==> run_1/clock_map.png <==
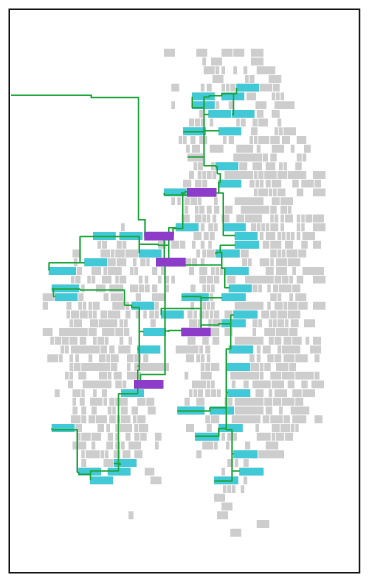
==> run_1/metal_stack.png <==
Bar = 20 um.
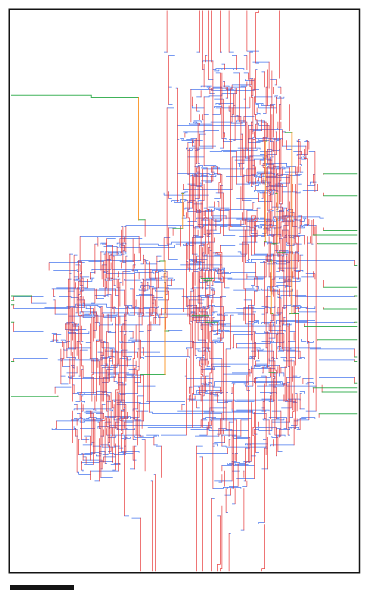
==> run_1/pins.png <==
Pins as bars across the die edge, other pins in gray.
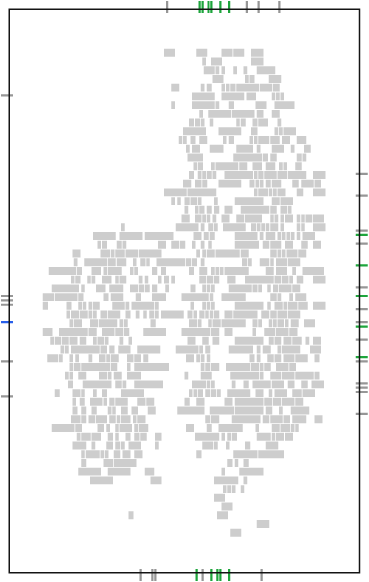
===== config.mk =====
export PLATFORM = sky130hd
export DESIGN_NAME = opsum_buffer_ctrl
export DESIGN_NICKNAME = d
export VERILOG_FILES = /design/src/rtl/opsum_buffer_ctrl.sv
export SDC_FILE = /design/constraint.sdc
export NUM_CORES = 1
export LEC_CHECK = 0
export ABC_AREA = 1
export CORE_ASPECT_RATIO = 1.75
export CORE_MARGIN = 10
export CORE_UTILIZATION = 25
export DETAILED_ROUTE_END_ITERATION = 10
export SETUP_SLACK_MARGIN = 0.3
export SLEW_MARGIN = 5
export SYNTH_ARGS = -nofsm -noshare
export SYNTH_HDL_FRONTEND = slang
export SYNTH_SLANG_ARGS = --single-unit

===== constraint.sdc =====
create_clock -name clk -period 2.15 [get_ports clk]
set_input_delay 0.43 -clock clk [delete_from_list [all_inputs] [get_ports clk]]
set_output_delay 0.43 -clock clk [all_outputs]
set_load 0.02 [all_outputs]

===== src/rtl/opsum_buffer_ctrl.sv =====
// Sequencer for the per-row opsum FIFO buffer: fill from Reducer, pad-align on flush,
// then drain whole 16-beat groups to the GLB write port at consecutive word addresses.
module opsum_buffer_ctrl #(
  parameter int ROW_NUM = 32,
  parameter int DEPTH   = 4,
  parameter int ADDR_W  = 16
) (
  input  logic              clk,
  input  logic              reset,
  input  logic              start,
  input  logic [ADDR_W-1:0] cfg_base_addr,
  input  logic              red_valid,
  output logic              red_ready,
  input  logic              tile_flush,
  output logic              store_compute_f,
  output logic              read_opsum_f,
  output logic              glb_req,
  input  logic              glb_gnt,
  output logic              glb_we,
  output logic [ADDR_W-1:0] glb_waddr,
  output logic              busy,
  output logic              done
);

  localparam int BEATS  = ROW_NUM / 2;
  localparam int OCC_W  = $clog2(DEPTH + 1);
  localparam int BEAT_W = (BEATS > 1) ? $clog2(BEATS) : 1;

  typedef enum logic [2:0] {
    IDLE  = 3'd0,
    FILL  = 3'd1,
    ALIGN = 3'd2,
    REQ   = 3'd3,
    DRAIN = 3'd4,
    DONE  = 3'd5
  } state_t;

  state_t              state;
  logic [ADDR_W-1:0]   base;
  logic [ADDR_W-1:0]   addr_cnt;
  logic [OCC_W-1:0]    occ;
  logic [OCC_W-1:0]    grp;
  logic [OCC_W-1:0]    pad;
  logic [BEAT_W-1:0]   beat;
  logic                flushed;
  logic [OCC_W-1:0]    occ_nxt;

  // Occupancy including a same-cycle accept, so tile_flush sees the result it arrives with.
  always_comb begin
    occ_nxt = occ;
    if (red_valid) occ_nxt = occ + OCC_W'(1);
  end

  always_ff @(posedge clk) begin
    if (!reset) begin
      state    <= IDLE;
      base     <= '0;
      addr_cnt <= '0;
      occ      <= '0;
      grp      <= '0;
      pad      <= '0;
      beat     <= '0;
      flushed  <= 1'b0;
    end else begin
      case (state)
        IDLE: begin
          if (start) begin
            base     <= cfg_base_addr;
            addr_cnt <= '0;
            occ      <= '0;
            flushed  <= 1'b0;
            state    <= FILL;
          end
        end
        FILL: begin
          occ <= occ_nxt;
          if (tile_flush) begin
            if (occ_nxt == '0) begin
              state <= DONE;
            end else if (occ_nxt < OCC_W'(DEPTH)) begin
              flushed <= 1'b1;
              pad     <= OCC_W'(DEPTH) - occ_nxt;
              grp     <= occ_nxt;
              state   <= ALIGN;
            end else begin
              flushed <= 1'b1;
              grp     <= OCC_W'(DEPTH);
              state   <= REQ;
            end
          end else if (occ_nxt == OCC_W'(DEPTH)) begin
            grp   <= OCC_W'(DEPTH);
            state <= REQ;
          end
        end
        ALIGN: begin
          // Garbage shifts push the real entries down to the FIFO output stage.
          pad <= pad - OCC_W'(1);
          if (pad == OCC_W'(1)) state <= REQ;
        end
        REQ: begin
          if (glb_gnt) begin
            beat  <= '0;
            state <= DRAIN;
          end
        end
        DRAIN: begin
          addr_cnt <= addr_cnt + ADDR_W'(1);
          if (beat == BEAT_W'(BEATS - 1)) begin
            beat <= '0;
            grp  <= grp - OCC_W'(1);
            if (grp == OCC_W'(1)) begin
              occ   <= '0;
              state <= flushed ? DONE : FILL;
            end
          end else begin
            beat <= beat + BEAT_W'(1);
          end
        end
        DONE: begin
          state <= IDLE;
        end
        default: begin
          state <= IDLE;
        end
      endcase
    end
  end

  always_comb begin
    red_ready       = (state == FILL);
    store_compute_f = ((state == FILL) && red_valid) || (state == ALIGN);
    read_opsum_f    = (state == DRAIN);
    glb_req         = (state == REQ) || (state == DRAIN);
    glb_we          = (state == DRAIN);
    glb_waddr       = (state == DRAIN) ? (base + addr_cnt) : '0;
    busy            = (state != IDLE);
    done            = (state == DONE);
  end

endmodule


==> qor.yml, run 1 <==
run_status:
  status: "finished, violations left"
  violations: "negative setup slack"
detailed_routing:
  wl_per_cell_um: 12.9
  drc: 0
  drt-pass1-iter-count: 4
  drt_iter0_markers: 132
  vias: 3790
  drt-met1-wl_um: 3980
sta:
  fin_skew_ns: 0.00664
  tns_ns: -1.04
  setup_slack_ns: -0.165
  final-setup-viol-count: 12
  hold_violations: 0
  relSlewSlack: 0.714
  post-route-period-util: 1.08
  slew_violations: 0
  grt_setup_unrepaired: "true"
  fmax_mhz: 432
synth:
  yosysSeqAreaShare: 0.285
  synth_flops: 49
  aoi_share: 0.159
  edf_count: 0
  synthDistinctLibCells: 37
  fp_nets: 586
  top_cells_by_area: "dfxtp_1, nand2_1, nor2_1"
  synth.most_common_cell: "nand2_1"
  yosys-top-cells-count: "nand2_1, nor2_1, inv_1, dfxtp_1, a21oi_1"
  syn_area_per_cell_sq_um: 6.39
  ys_cells: 538
  yosys.area.top_type: "dfxtp_1"
  mux_area_frac: 0
  netlist_area_sq_mm: 0.00344
grt:
  antenna_found_initial: 0
  grt_pass1_wl_um: 16600
  grt-ovfl-total: 0
  grt_pass1_vias: 3661
  grt.total_usage: 0.106
  use_met1: 0.101
  grt_max_degree: 31
  met3_usage: 0.0158
hold_path:
  hp-start: "pad[1]$_SDFFE_PN0P_"
  holdPathEnd: "pad[1]$_SDFFE_PN0P_"
  hold_depth: 2
  hold_path.class: "flip-flop to flip-flop"
final_layout:
  clkbuf_count: 6
  logic_area_sq_mm: 0.00279
  reg_top3: "addr_cnt (16), base (16), beat (4)"
  lay_top_count: "nand2_1"
  stdcell_count: 819
  fin_area_sq_mm: 0.00539
  nonClkBufAreaFrac: 0.176
  inv_count: 64
  seq_share: 0.188
  seq_area_sq_mm: 0.00101
  area_dominant_class: "logic gates"
  comb_area_frac: 0.517
power:
  p_comb_mw: 2.42
  p_seq_mw: 1.27
  p_total_mw: 4.62
  p_sw_frac: 0.413
  sequentialPowerShare: 0.276
  total_leakage_power_nw: 2.27
  pg_clk_mw: 0.921
  maxPowerGroup: "combinational logic"
  p_comb_frac: 0.525
  p_switching_mw: 1.91
cts:
  cts_tree: "built"
  clock-sinks: 49
  cts_resized: 187
  numCtsBuffers: 5
  cts_hold_buf: 0
worst_setup_path:
  path_class: "flip-flop to output port"
  endpoint: "glb_waddr[14]"
  cp_num_buf_inv: 1
  rr_startpoint: "occ[1]$_SDFFE_PN0P_"
  crit_path_top_delay_cell: "fa_2"
  r2r_slack_ns: 0.30
  critical-path-top-delay-family: "simple AND/OR/NAND/NOR gates"
  critical_path.cell_chain: "ha_4 -> fa_2 -> nand4_1 -> nand3_2 -> nand2_2 -> a21oi_2 -> nor2_2 -> buf_6"
  cp-startpoint: "addr_cnt[0]$_SDFFE_PN0P_"
  crit_fanout: 3
floorplan:
  row_count: 56
  taps: 174
  fp_util: 0.256
  die_area_sq_mm: 0.0190
place:
  dpl_worst_slack_ns: -0.375
  hpwl_um: 7850
  dp_cells: 800
-- clock_map.png (at the start) --
Purple is cells driving clock nets, count 5. Cyan is flip-flops, count 49. Green is clock wires, length 670 um.
There are 6 routed clock nets.

-- metal_stack.png (at the start) --
Green is met3, wire length 252 um. Blue is met1, wire length 3980 um. Orange is met4, wire length 204 um. Red is met2, wire length 6110 um.

-- pins.png (at the start) --
Green is cfg_base_addr, pins 16, direction input, edge 6 top, 5 bottom, 5 right. Blue is red_valid, pins 1, direction input, edge left.
All pins by edge: 18 right, 10 bottom, 10 top, 7 left.

## Run 2: what changed since run 1
--- a/config.mk
+++ b/config.mk
@@ -5,11 +5,11 @@
 export SDC_FILE = /design/constraint.sdc
 export NUM_CORES = 1
 export LEC_CHECK = 0
-export ABC_AREA = 1
 export CORE_ASPECT_RATIO = 1.75
 export CORE_MARGIN = 10
 export CORE_UTILIZATION = 25
 export DETAILED_ROUTE_END_ITERATION = 10
+export GPL_ROUTABILITY_DRIVEN = 0
 export SETUP_SLACK_MARGIN = 0.3
 export SLEW_MARGIN = 5
 export SYNTH_ARGS = -nofsm -noshare
==> constraint.sdc (replaced) <==
create_clock -name clk -period 2.15 [get_ports clk]
set_input_delay 0.43 -clock clk [delete_from_list [all_inputs] [get_ports clk]]
set_output_delay 0.43 -clock clk [all_outputs]
set_load 0.005 [all_outputs]
==> run 2 against run 1 <==
Net effect:
- the run still ends with negative setup slack left
- core utilization increased by 6.7 points
- final cell count decreased by 3.9%
- global-route usage increased by 1.8 points
- combinational power decreased by 55%
- wire length increased by 14%
- worst hold slack improved by 0.0075 ns
- sequential power decreased by 19%
- fmax decreased by 18%
- clock power decreased by 15%
- cell area increased by 12%
- clock-buffer cell count unchanged
- largest power group unchanged
==> qor.yml, run 2 <==
cts:
  cts_tree: "built"
  cts_setup_buffers: 35
  path_clk_slew_ns: 0.07
  cts_resized: 204  # +9.1%
  numCtsBuffers: 5  # unchanged
  cts_hold_buf: 0  # unchanged
  clockBufferDepth: 2
  clkLatencyLatePin_ns: 0.30
  clock-sinks: 49  # unchanged
  clock-root-buffer: "clkbuf_16"
  ctsHtreeMaxLevel: 2
grt:
  grt_pass1_vias: 4012  # +9.6%
  antenna_found_initial: 0  # unchanged
  grt_pass1_wl_um: 18600  # +12%
  busiest_layer: "met2"
  met3_usage: 0.0217  # +0.00589
  use_met1: 0.115  # +0.0133
  met2_usage: 0.247
  grt-ovfl-total: 0  # unchanged
  grt_max_degree: 25  # -19%
floorplan:
  die_y_um: 171
  die_area_sq_mm: 0.0183  # -4.0%
  fp_util: 0.255  # -0.000933
  row_count: 55  # -1.8%
  die_w_um: 107
detailed_routing:
  via_per_inst: 4.92
  drc: 0  # unchanged
  antenna_left: 0
  top_layer: "met4"
  drt-pass1-iter-count: 4  # unchanged
  drt-met1-wl_um: 4190  # +5.1%
  drt_iter0_markers: 132  # unchanged
  met3_length_um: 367
  dr_wl_met2_um: 6910
hold_path:
  holdPathEnd: "base[12]$_SDFFE_PN0P_"
  hp-start: "base[12]$_SDFFE_PN0P_"
  hold_path.class: "flip-flop to flip-flop"
  hold_depth: 2  # unchanged
worst_setup_path:
  critical-path-top-delay-family: "AND-OR/OR-AND gates"
  cp-startpoint: "base[0]$_SDFFE_PN0P_"
  critPathMaxStageDelay_ns: 0.40
  rr_startpoint: "state[1]$_SDFFE_PN0P_"
  cp.depth: 10
  critical_path.cell_chain: "ha_4 -> fa_2 -> a211oi_2 -> nor2_2 -> o21a_1 -> buf_6 -> a221oi_4 -> xor2_1 -> nor2_1 -> buf_2"
  path_class: "flip-flop to output port"
  worst_setup_path_start_kind: "flip-flop"
  reg2reg_depth: 11
  endpoint: "glb_waddr[12]"
  cp.arrival_ns: 2.41
  endpoint_kind: "output port"
  worstPathRequired_ns: 1.72
  crit_fanout: 3  # unchanged
  r2r_slack_ns: -0.01  # -0.31 ns
  cp_num_buf_inv: 2  # +1
  crit_path_top_delay_cell: "fa_2"
synth:
  synthDistinctLibCells: 60  # +62%
  synthSimpleGateAreaFrac: 0.265
  synth_flops: 49  # unchanged
  fp_nets: 485  # -17%
  aoi_share: 0.226  # +0.0674
  yosysSeqAreaShare: 0.299  # +0.0140
  yosysWarnings: 0
  ys_cells: 437  # -19%
  async_flop_share: 0
  synth-adder-area-share: 0.102
  synthTopLogicFamily: "simple AND/OR/NAND/NOR gates"
  syn_area_per_cell_sq_um: 7.50  # +17%
  yosys.area.top_type: "dfxtp_1"
  top_cells_by_area: "dfxtp_1, ha_1, nand2_1"
  mux_area_frac: 0.0252  # +0.0252
  edf_count: 0  # unchanged
  synth_cells: 437
  synthXorXnorAreaFrac: 0.0321
  yosys_area_sq_mm: 0.00328
  netlist_area_sq_mm: 0.00328  # -4.7%
  synthFlopType: "dfxtp_1"
  yosys-top-cells-count: "nand2_1, dfxtp_1, nor2_1, a21oi_1, ha_1"
  synth.most_common_cell: "nand2_1"
final_layout:
  fin_nets: 663
  comb_area_frac: 0.486  # -0.0312
  nFillCells: 1229
  inv_count: 18  # -72%
  nonClockBufferCount: 191
  drive_gt1_frac: 0.510
  lay_top_count: "buf_4"
  nonClkBufAreaFrac: 0.275  # +0.0994
  clkbuf_count: 6  # unchanged
  reg_top3: "addr_cnt (16), base (16), beat (4)"
  area_dominant_class: "logic gates"
  most-common-layout-cells: "buf_4, nand2_1, buf_6"
  clk_share: 0.0237
  fin_area_sq_mm: 0.00602  # +12%
  seq_share: 0.168  # -0.0200
  nMultiInputCombCells: 350
  seq_area_sq_mm: 0.00101  # -0.37%
  final_core_util: 0.467
  n_antenna_cell: 0
  seq_cell_count: 49
  logic_area_sq_mm: 0.00292  # +4.8%
  area_delta_synth_final_pct: 83.5
sta:
  worst_hold_slack_ns: 0.473
  final-setup-viol-count: 14  # +2
  relSlewSlack: 0.734  # +0.0203
  tns_ns: -5.67  # -4.63 ns
  fmax_mhz: 352  # -18%
  slew_violations: 0  # unchanged
  hold_violations: 0  # unchanged
  fin_skew_ns: 0.00855  # +0.00191 ns
  post-route-period-util: 1.32  # +0.244
  min_period_ns: 2.84
  grt_setup_unrepaired: "true"
  setup_slack_ns: -0.691  # -0.525 ns
power:
  p_comb_frac: 0.378  # -0.147
  p_total_mw: 2.91  # -37%
  p_seq_mw: 1.03  # -19%
  p_sw_frac: 0.323  # -0.0905
  clockPowerShare: 0.270
  p_per_area_mw_per_mm2: 484
  sequentialPowerShare: 0.352  # +0.076
  p_comb_mw: 1.10  # -55%
  maxPowerGroup: "combinational logic"
  total_leakage_power_nw: 2.44  # +7.5%
  p_int_mw: 1.97
  peakVddDrop_mv: 0.377
  p_switching_mw: 0.941  # -51%
  pg_clk_mw: 0.786  # -15%
place:
  dp_cells: 720  # -10%
  dpl-instance-area_sq_mm: 0.00472
  hpwl_um: 8190  # +4.4%
  dpl_worst_slack_ns: -0.630  # -0.255 ns
  numPortBuffers: 44
run:
  warnings: 32
run_status:
  violations: "negative setup slack"
  status: "finished, violations left"
==> run_2/port_nets.png <==
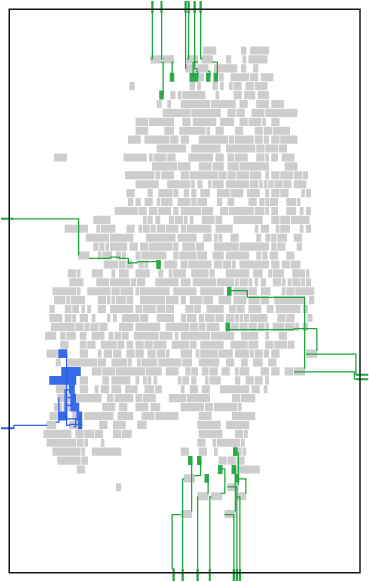
Blue is red_valid, direction input, edge left, end cells 9, buffers 3, wire 69.9 um. Green is cfg_base_addr, direction input, edge 7 bottom, 6 top, 2 right, 1 left, end cells 16, buffers 16, wire 542 um.

==> run_2/metal_stack.png <==
Bar = 20 um.
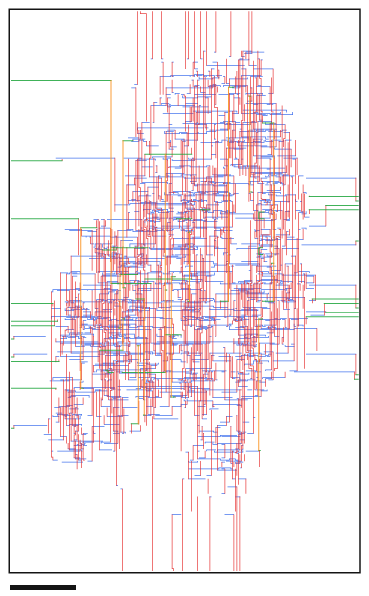
GR Util All Layers: 0.125
WL per Instance: 15.3 um
WL final: 12000 um
vias post-DR: 3870

==> run_2/final_placement.png <==
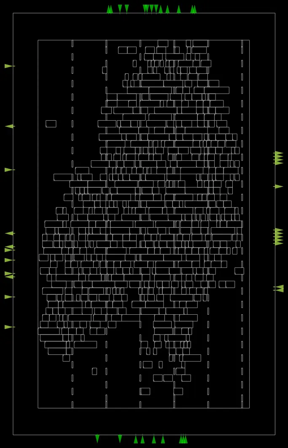
final non-filler cell total: 787
core box area: 0.0129 sq mm
tap cells: 171

## Run 3: what changed since run 2
--- a/config.mk
+++ b/config.mk
@@ -5,7 +5,7 @@
 export SDC_FILE = /design/constraint.sdc
 export NUM_CORES = 1
 export LEC_CHECK = 0
-export CORE_ASPECT_RATIO = 1.75
+export CORE_ASPECT_RATIO = 0.8
 export CORE_MARGIN = 10
 export CORE_UTILIZATION = 25
 export DETAILED_ROUTE_END_ITERATION = 10
==> run 3 against run 2 <==
Net effect:
- the flow still finishes with violations (negative setup slack)
- wire length rose by 3.0%
- synthesized cell count did not move
- fmax rose by 1.6%
- die size fell by 0.83%
- non-clock buffer count fell by 16
- core utilization rose by 0.16 points
- first-iteration DRC count rose by 90%
- final cell count fell by 1.3%
- cell area rose by 0.35%
- combinational power rose by about 10%
- critical endpoint is now glb_waddr[14]
- largest cell class unchanged
==> qor.yml, run 3 <==
run_status:
  status: "finished, violations left"
  violations: "negative setup slack"
worst_setup_path:
  endpoint_kind: "output port"
  cp_num_buf_inv: 3  # +1
  critPathMaxStageDelay_ns: 0.35  # -0.05 ns
  cp.depth: 11  # +1
  worst_setup_path_start_kind: "flip-flop"
  reg2reg_depth: 12  # +1
  cp.arrival_ns: 2.37  # -0.04 ns
  crit_path_top_delay_cell: "fa_2"
  crit_fanout: 3  # unchanged
  endpoint: "glb_waddr[14]"
  critical_path.cell_chain: "ha_4 -> fa_2 -> a211oi_2 -> nor2_2 -> a2bb2oi_2 -> a21oi_2 -> buf_4 -> buf_6 -> o31ai_4 -> mux2i_1 -> buf_2"
  worstPathRequired_ns: 1.72  # about the same
  r2r_slack_ns: 0.16  # +0.17 ns
  cp-startpoint: "base[0]$_SDFFE_PN0P_"
final_layout:
  n_antenna_cell: 0  # unchanged
  nonClkBufAreaFrac: 0.268  # -0.00739
  area_delta_synth_final_pct: 84.2
  comb_area_frac: 0.495  # +0.00865
  most-common-layout-cells: "buf_4, nand2_1, buf_6"
  inv_count: 18  # unchanged
  seq_cell_count: 49  # unchanged
  reg_top3: "addr_cnt (16), base (16), beat (4)"
  clkbuf_count: 8  # +2
  nonClockBufferCount: 175  # -8.4%
  seq_share: 0.167  # -0.000798
  drive_gt1_frac: 0.542  # +0.0318
  nMultiInputCombCells: 352  # +0.57%
  fin_nets: 649  # -2.1%
  stdcell_count: 777  # -1.3%
  clk_share: 0.0226  # -0.00112
  logic_area_sq_mm: 0.00299  # +2.1%
cts:
  clock-root-buffer: "clkbuf_16"
  clockBufferDepth: 2  # unchanged
  cts_tree: "built"
  cts_hold_buf: 0  # unchanged
  cts_resized: 178  # -13%
  clock-sinks: 49  # unchanged
  path_clk_slew_ns: 0.07  # about the same
synth:
  synth-adder-area-share: 0.102  # unchanged
  synth_cells: 437  # unchanged
  netlist_area_sq_mm: 0.00328  # unchanged
  synth.most_common_cell: "nand2_1"
  edf_count: 0  # unchanged
  mux_area_frac: 0.0252  # unchanged
  yosys_area_sq_mm: 0.00328  # unchanged
  yosys-top-cells-count: "nand2_1, dfxtp_1, nor2_1, a21oi_1, ha_1"
  syn_area_per_cell_sq_um: 7.50  # unchanged
  ys_cells: 437  # unchanged
  synthXorXnorAreaFrac: 0.0321  # unchanged
  async_flop_share: 0  # unchanged
  yosysSeqAreaShare: 0.299  # unchanged
  aoi_share: 0.226  # unchanged
  yosys.area.top_type: "dfxtp_1"
sta:
  slew_violations: 0  # unchanged
  final-setup-viol-count: 14  # unchanged
  hold_violations: 0  # unchanged
  grt_setup_unrepaired: "true"
  setup_slack_ns: -0.646  # +0.0449 ns
  worst_hold_slack_ns: 0.476  # +0.00334 ns
  post-route-period-util: 1.30  # -0.0209
  relSlewSlack: 0.669  # -0.0646
  fmax_mhz: 358  # +1.6%
  min_period_ns: 2.80  # -0.0449 ns
floorplan:
  die_y_um: 122  # -29%
  row_count: 37  # -33%
  core_sq_mm: 0.0129  # about the same
  die_area_sq_mm: 0.0181  # -0.83%
  fp_util: 0.255  # about the same
detailed_routing:
  dr_wl_met2_um: 6040  # -13%
  top_layer: "met4"
  drc: 0  # unchanged
  drt-pass1-iter-count: 4  # unchanged
  antenna_left: 0  # unchanged
  drt-met1-wl_um: 5560  # +33%
  vias: 3806  # -1.7%
  met3_length_um: 515  # +40%
place:
  dp_cells: 720  # unchanged
  dpl_worst_slack_ns: -0.588  # +0.0417 ns
  dpl-instance-area_sq_mm: 0.00470  # -0.27%
  hpwl_um: 8010  # -2.3%
power:
  p_comb_mw: 1.23  # +10%
  pg_clk_mw: 0.790  # +0.5%
  p_seq_mw: 1.03  # about the same
  p_int_mw: 2.04  # +3.3%
  maxPowerGroup: "combinational logic"
  p_per_area_mw_per_mm2: 505  # +4.2%
  p_switching_mw: 1.01  # +7.2%
  total_leakage_power_nw: 2.48  # +1.4%
  p_sw_frac: 0.331  # +0.00827
  clockPowerShare: 0.259  # -0.011
  peakVddDrop_mv: 0.308  # -18%
  p_total_mw: 3.05  # +4.5%
grt:
  grt-ovfl-total: 0  # unchanged
  use_met1: 0.156  # +0.0412
  grt_max_degree: 21  # -16%
  grt_pass1_vias: 3788  # -5.6%
  grt.total_usage: 0.123  # -0.00132
hold_path:
  hp-start: "base[4]$_SDFFE_PN0P_"
  holdPathEnd: "base[4]$_SDFFE_PN0P_"
  hold_depth: 2  # unchanged
  hold_path.class: "flip-flop to flip-flop"
run:
  warnings: 32  # unchanged
==> run_3/port_nets.png <==
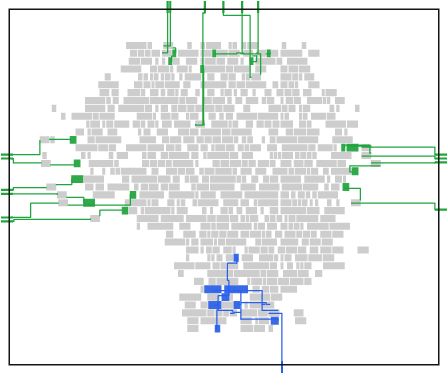
I/O pin cnt: 45
Buffers on Ports: 44

==> run_3/metal_stack.png <==
Bar = 50 um.
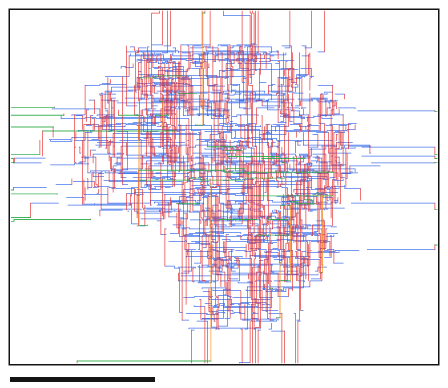
Green is met3, wire length 516 um. Red is met2, wire length 6040 um. Blue is met1, wire length 5560 um. Orange is met4, wire length 258 um.

==> run_3/pins.png <==
Pins as bars across the die edge, other pins in gray.
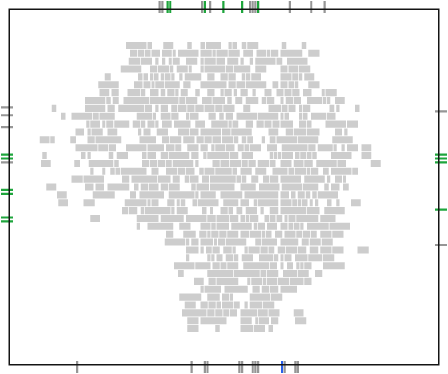
Blue is red_valid, pins 1, direction input, edge bottom. Green is cfg_base_addr, pins 16, direction input, edge 6 left, 6 top, 4 right.
All pins by edge: 16 top, 13 bottom, 10 left, 6 right.

Power and IR drop assume default switching activity.
